$ cat config.mk
export PLATFORM = sky130hd
export DESIGN_NAME = inst_mem_loader_flat
export DESIGN_NICKNAME = d
export VERILOG_FILES = /design/src/rtl/inst_mem_loader_if.sv /design/src/rtl/inst_mem_loader.sv /design/src/flat_wrapper.sv
export SDC_FILE = /design/constraint.sdc
export NUM_CORES = 1
export LEC_CHECK = 0
export ABC_AREA = 1
export CORE_MARGIN = 8
export CORE_UTILIZATION = 50
export DETAILED_ROUTE_END_ITERATION = 10
export MAX_ROUTING_LAYER = met4
export PLACE_DENSITY = 0.81
export SLEW_MARGIN = 40
export SYNTH_ARGS = -nofsm -noshare
export SYNTH_HDL_FRONTEND = slang
export SYNTH_SLANG_ARGS = --single-unit
$ cat constraint.sdc
create_clock -name clk -period 1.95 [get_ports clk]
set_input_delay 0.39 -clock clk [delete_from_list [all_inputs] [get_ports clk]]
set_output_delay 0.39 -clock clk [all_outputs]
set_load 0.03 [all_outputs]
$ cat src/rtl/inst_mem_loader_if.sv
// ---------------------------------------------------------------------------
// inst_mem_loader_if
//   Bundles the byte-stream input, the instruction-memory write port and the
//   session status of the instruction memory loader.
//
//   master : the loader. It takes start and the byte stream, and drives
//            rx_ready, the write port and the status flags.
//   slave  : the environment. It is the byte source, the memory and the
//            core-side controller together.
//
//   Signals
//     start          begin a load session
//     rx_data/valid  incoming byte and its qualifier
//     rx_ready       loader can accept a byte this cycle
//     write_address  word address into instruction memory
//     op_code        16-bit instruction word to write
//     write_enable   one-cycle write strobe
//     busy/done/error  session status (done/error are sticky)
// ---------------------------------------------------------------------------
interface inst_mem_loader_if #(
    parameter int ADDR_W = 32
) ();
    logic              start;
    logic [7:0]        rx_data;
    logic              rx_valid;
    logic              rx_ready;
    logic [ADDR_W-1:0] write_address;
    logic [15:0]       op_code;
    logic              write_enable;
    logic              busy;
    logic              done;
    logic              error;

    modport master (
        input  start, rx_data, rx_valid,
        output rx_ready, write_address, op_code, write_enable, busy, done, error
    );

    modport slave (
        output start, rx_data, rx_valid,
        input  rx_ready, write_address, op_code, write_enable, busy, done, error
    );
endinterface

$ cat src/rtl/inst_mem_loader.sv
// ---------------------------------------------------------------------------
// inst_mem_loader
//   Writer side of the instruction memory's load port. Takes a program as a
//   byte stream (LEN_HI, LEN_LO, then N words as HI, LO) and writes each
//   16-bit word to instruction memory, one write_enable pulse per word,
//   starting at BASE_ADDR. busy is high for the whole session so the core
//   can be held off; done/error are sticky until the next start.
//
//   Ports
//     clk    rising-edge clock
//     reset  synchronous, active-high
//     bus    inst_mem_loader_if.master (byte stream, write port, status)
//
//   Parameters
//     ADDR_W     width of write_address
//     BASE_ADDR  word address of the first instruction written
//     MAX_WORDS  largest accepted program length; longer -> error
//     TIMEOUT    max idle cycles between accepted bytes; 0 disables it
// ---------------------------------------------------------------------------
module inst_mem_loader #(
    parameter int                ADDR_W    = 32,
    parameter logic [ADDR_W-1:0] BASE_ADDR = '0,
    parameter int unsigned       MAX_WORDS = 65535,
    parameter int unsigned       TIMEOUT   = 1024
) (
    input  logic              clk,
    input  logic              reset,
    inst_mem_loader_if.master bus
);
    typedef enum logic [2:0] {
        S_IDLE, S_LEN_HI, S_LEN_LO, S_DAT_HI, S_DAT_LO, S_WRITE, S_DONE, S_ERR
    } state_t;

    localparam int unsigned TO_LAST = (TIMEOUT == 0) ? 0 : TIMEOUT - 1;

    state_t      state;
    logic [7:0]  len_hi;
    logic [15:0] len;
    logic [7:0]  hi_byte;
    logic [15:0] idx;
    logic [31:0] tcount;

    logic        accept;
    logic        timed_out;
    logic [15:0] rx_len;

    assign accept    = bus.rx_valid && bus.rx_ready;
    assign timed_out = (TIMEOUT != 0) && (tcount == TO_LAST);
    assign rx_len    = {len_hi, bus.rx_data};

    // rx_ready and busy are registered, so every transition also sets the
    // values they must have in the state being entered.
    // NOTE: all state here uses non-blocking assignments so every register
    // samples the pre-edge values; the reset branch is synchronous.
    always_ff @(posedge clk) begin
        if (reset) begin
            state             <= S_IDLE;
            len_hi            <= '0;
            len               <= '0;
            hi_byte           <= '0;
            idx               <= '0;
            tcount            <= '0;
            bus.rx_ready      <= 1'b0;
            bus.write_address <= '0;
            bus.op_code       <= '0;
            bus.write_enable  <= 1'b0;
            bus.busy          <= 1'b0;
            bus.done          <= 1'b0;
            bus.error         <= 1'b0;
        end else begin
            bus.write_enable <= 1'b0;
            case (state)
                S_IDLE, S_DONE, S_ERR: begin
                    if (bus.start) begin
                        state        <= S_LEN_HI;
                        idx          <= '0;
                        tcount       <= '0;
                        bus.rx_ready <= 1'b1;
                        bus.busy     <= 1'b1;
                        bus.done     <= 1'b0;
                        bus.error    <= 1'b0;
                    end
                end

                S_LEN_HI, S_LEN_LO, S_DAT_HI, S_DAT_LO: begin
                    if (accept) begin
                        tcount <= '0;
                        case (state)
                            S_LEN_HI: begin
                                len_hi <= bus.rx_data;
                                state  <= S_LEN_LO;
                            end
                            S_LEN_LO: begin
                                len <= rx_len;
                                if (rx_len == 16'd0) begin
                                    state        <= S_DONE;
                                    bus.done     <= 1'b1;
                                    bus.rx_ready <= 1'b0;
                                    bus.busy     <= 1'b0;
                                end else if (32'(rx_len) > MAX_WORDS) begin
                                    state        <= S_ERR;
                                    bus.error    <= 1'b1;
                                    bus.rx_ready <= 1'b0;
                                    bus.busy     <= 1'b0;
                                end else begin
                                    state <= S_DAT_HI;
                                end
                            end
                            S_DAT_HI: begin
                                hi_byte <= bus.rx_data;
                                state   <= S_DAT_LO;
                            end
                            default: begin  // S_DAT_LO: issue the write next cycle
                                state             <= S_WRITE;
                                bus.rx_ready      <= 1'b0;
                                bus.write_enable  <= 1'b1;
                                bus.op_code       <= {hi_byte, bus.rx_data};
                                bus.write_address <= BASE_ADDR + ADDR_W'(idx);
                            end
                        endcase
                    end else if (timed_out) begin
                        state        <= S_ERR;
                        tcount       <= '0;
                        bus.error    <= 1'b1;
                        bus.rx_ready <= 1'b0;
                        bus.busy     <= 1'b0;
                    end else if (TIMEOUT != 0) begin
                        tcount <= tcount + 32'd1;
                    end
                end

                S_WRITE: begin
                    // The write strobe is already out; decide whether it was the last word.
                    if ({1'b0, idx} + 17'd1 == {1'b0, len}) begin
                        state    <= S_DONE;
                        bus.done <= 1'b1;
                        bus.busy <= 1'b0;
                    end else begin
                        idx          <= idx + 16'd1;
                        state        <= S_DAT_HI;
                        bus.rx_ready <= 1'b1;
                    end
                end

                default: state <= S_IDLE;
            endcase
        end
    end
endmodule
$ cat src/flat_wrapper.sv
// flat-port wrapper written by rule: the top's interface ports become plain ports
module inst_mem_loader_flat 
#(
    parameter int                ADDR_W    = 32,
    parameter logic [ADDR_W-1:0] BASE_ADDR = '0,
    parameter int unsigned       MAX_WORDS = 65535,
    parameter int unsigned       TIMEOUT   = 1024
)
  (clk, reset, bus_start, bus_rx_data, bus_rx_valid, bus_rx_ready, bus_write_address, bus_op_code, bus_write_enable, bus_busy, bus_done, bus_error);
  inst_mem_loader_if #(.ADDR_W(ADDR_W)) bus_i ();
  input  logic clk;
  input  logic reset;
  input wire logic [$bits(bus_i.start)-1:0] bus_start;
  input wire logic [$bits(bus_i.rx_data)-1:0] bus_rx_data;
  input wire logic [$bits(bus_i.rx_valid)-1:0] bus_rx_valid;
  output wire logic [$bits(bus_i.rx_ready)-1:0] bus_rx_ready;
  output wire logic [$bits(bus_i.write_address)-1:0] bus_write_address;
  output wire logic [$bits(bus_i.op_code)-1:0] bus_op_code;
  output wire logic [$bits(bus_i.write_enable)-1:0] bus_write_enable;
  output wire logic [$bits(bus_i.busy)-1:0] bus_busy;
  output wire logic [$bits(bus_i.done)-1:0] bus_done;
  output wire logic [$bits(bus_i.error)-1:0] bus_error;
  assign bus_i.start = bus_start;
  assign bus_i.rx_data = bus_rx_data;
  assign bus_i.rx_valid = bus_rx_valid;
  assign bus_rx_ready = bus_i.rx_ready;
  assign bus_write_address = bus_i.write_address;
  assign bus_op_code = bus_i.op_code;
  assign bus_write_enable = bus_i.write_enable;
  assign bus_busy = bus_i.busy;
  assign bus_done = bus_i.done;
  assign bus_error = bus_i.error;
  inst_mem_loader #(.ADDR_W(ADDR_W), .BASE_ADDR(BASE_ADDR), .MAX_WORDS(MAX_WORDS), .TIMEOUT(TIMEOUT)) u_core (.clk(clk), .reset(reset), .bus(bus_i));
endmodule
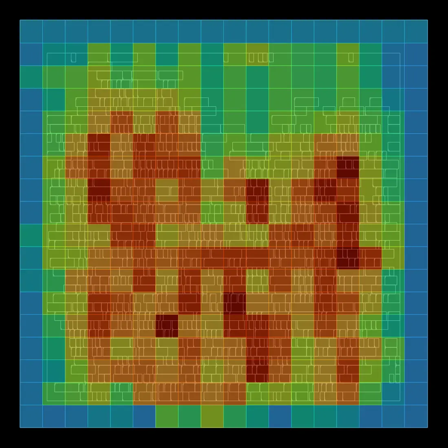
Figure 1: routing congestion map.
M1 GR Usage: 0.2551
final core occ: 0.6991
wire per inst: 15.37 µm
most crowded layer after global routing: met2

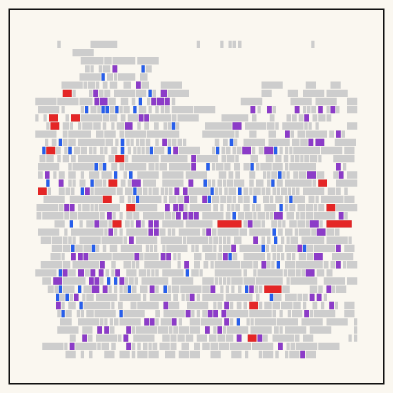
Figure 2: selected gate families.
Scale: 3 px per µm.
colour	family	cells
purple	aoi and oai cells	127
red	xor and xnor cells	18
blue	inv cells	66

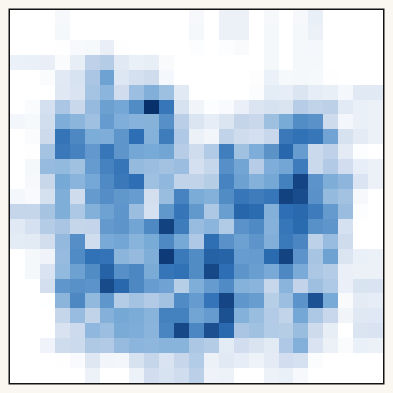
Figure 3: signal metal coverage by tile.
Scale: 3 px per µm. The die is cut into 25 by 25 equal tiles; white is low, dark blue is high, scaled to the fullest tile. Values are wire area over tile area, all layers added.
fullest tile	0.64
nearly empty tiles	22%
tiles over half the peak	25%
emptiest ninth of the die	top right
All-Layer GR Usage: 0.2186
vias after detailed routing: 6253
DRT Wirelength: 17440 µm

==> run_results.csv <==
group,metric,value,unit
cells_and_area,nClkBuffers,22,
sta,tightestPinTransition,0.6246,ns
worst_setup_path,cp_max_fo,6,
outcome,failed_checks,"negative setup slack",
pwr,seq_power,2.80,mW
run,drv_cap,0,
cells_and_area,largestClassByArea,"combinational gates",
synth,top_cell_area_share,0.4093,
synth,synth_warnings,0,
route,viasPerCell,5.509,
sta,setup_ws,-0.2154,ns
cells_and_area,seq_cells,120,
outcome,status,"finished with violations",
route,dr.max_layer_used,"met4",
sta,setup_viol,21,
floorplanning,fp_util,0.5140,
synth,ys_ff,120,
placed_design,placed_area,7037,µm²
pwr,power_leader,"the clock network",
worst_setup_path,cp_slowest_stage_delay,0.42,ns
worst_setup_path,crit_end,"u_core.idx[3]",
global_routing,grt-ovfl-total,0,
cells_and_area,final_layout_size_suffix_gt1_frac,0.2056,
synth,syn_avg_cell_area,6.905,µm²
clock_tree,ctsHtreeMaxLevel,4,
pwr,comb_power,2.09,mW
worst_setup_path,startpoint,"u_core.idx[4]",
worst_hold_path,hold_path_class,"input pin to register",
global_routing,grt_max_degree,51,
synth,netlist_area,5869,µm²
sta,hold_ws,0.4154,ns
pwr,seqPwrFrac,0.345,
cells by family after synthesis:
| family | after synthesis | share of synthesized area |
|---|---|---|
| DFF | 120 | 0.4093 |
| and+or+nand+nor | 466 | 0.3513 |
| adders and majority gates | 2 | 0.004263 |
| buffers and inverters | 115 | 0.08591 |
| AOI/OAI and AO/OA | 128 | 0.1168 |
| xor gates and xnor gates | 18 | 0.03176 |
| other | 1 | 0.0006389 |
per-layer routing:
metal,vias to the layer above,track usage
li1,3038,-
met3,49,0.05191
met5,-,-
met2,246,0.3593
met1,2920,0.2551
met4,0,0.07867
Power figures rest on the tool's default switching activity, not on a simulated workload.
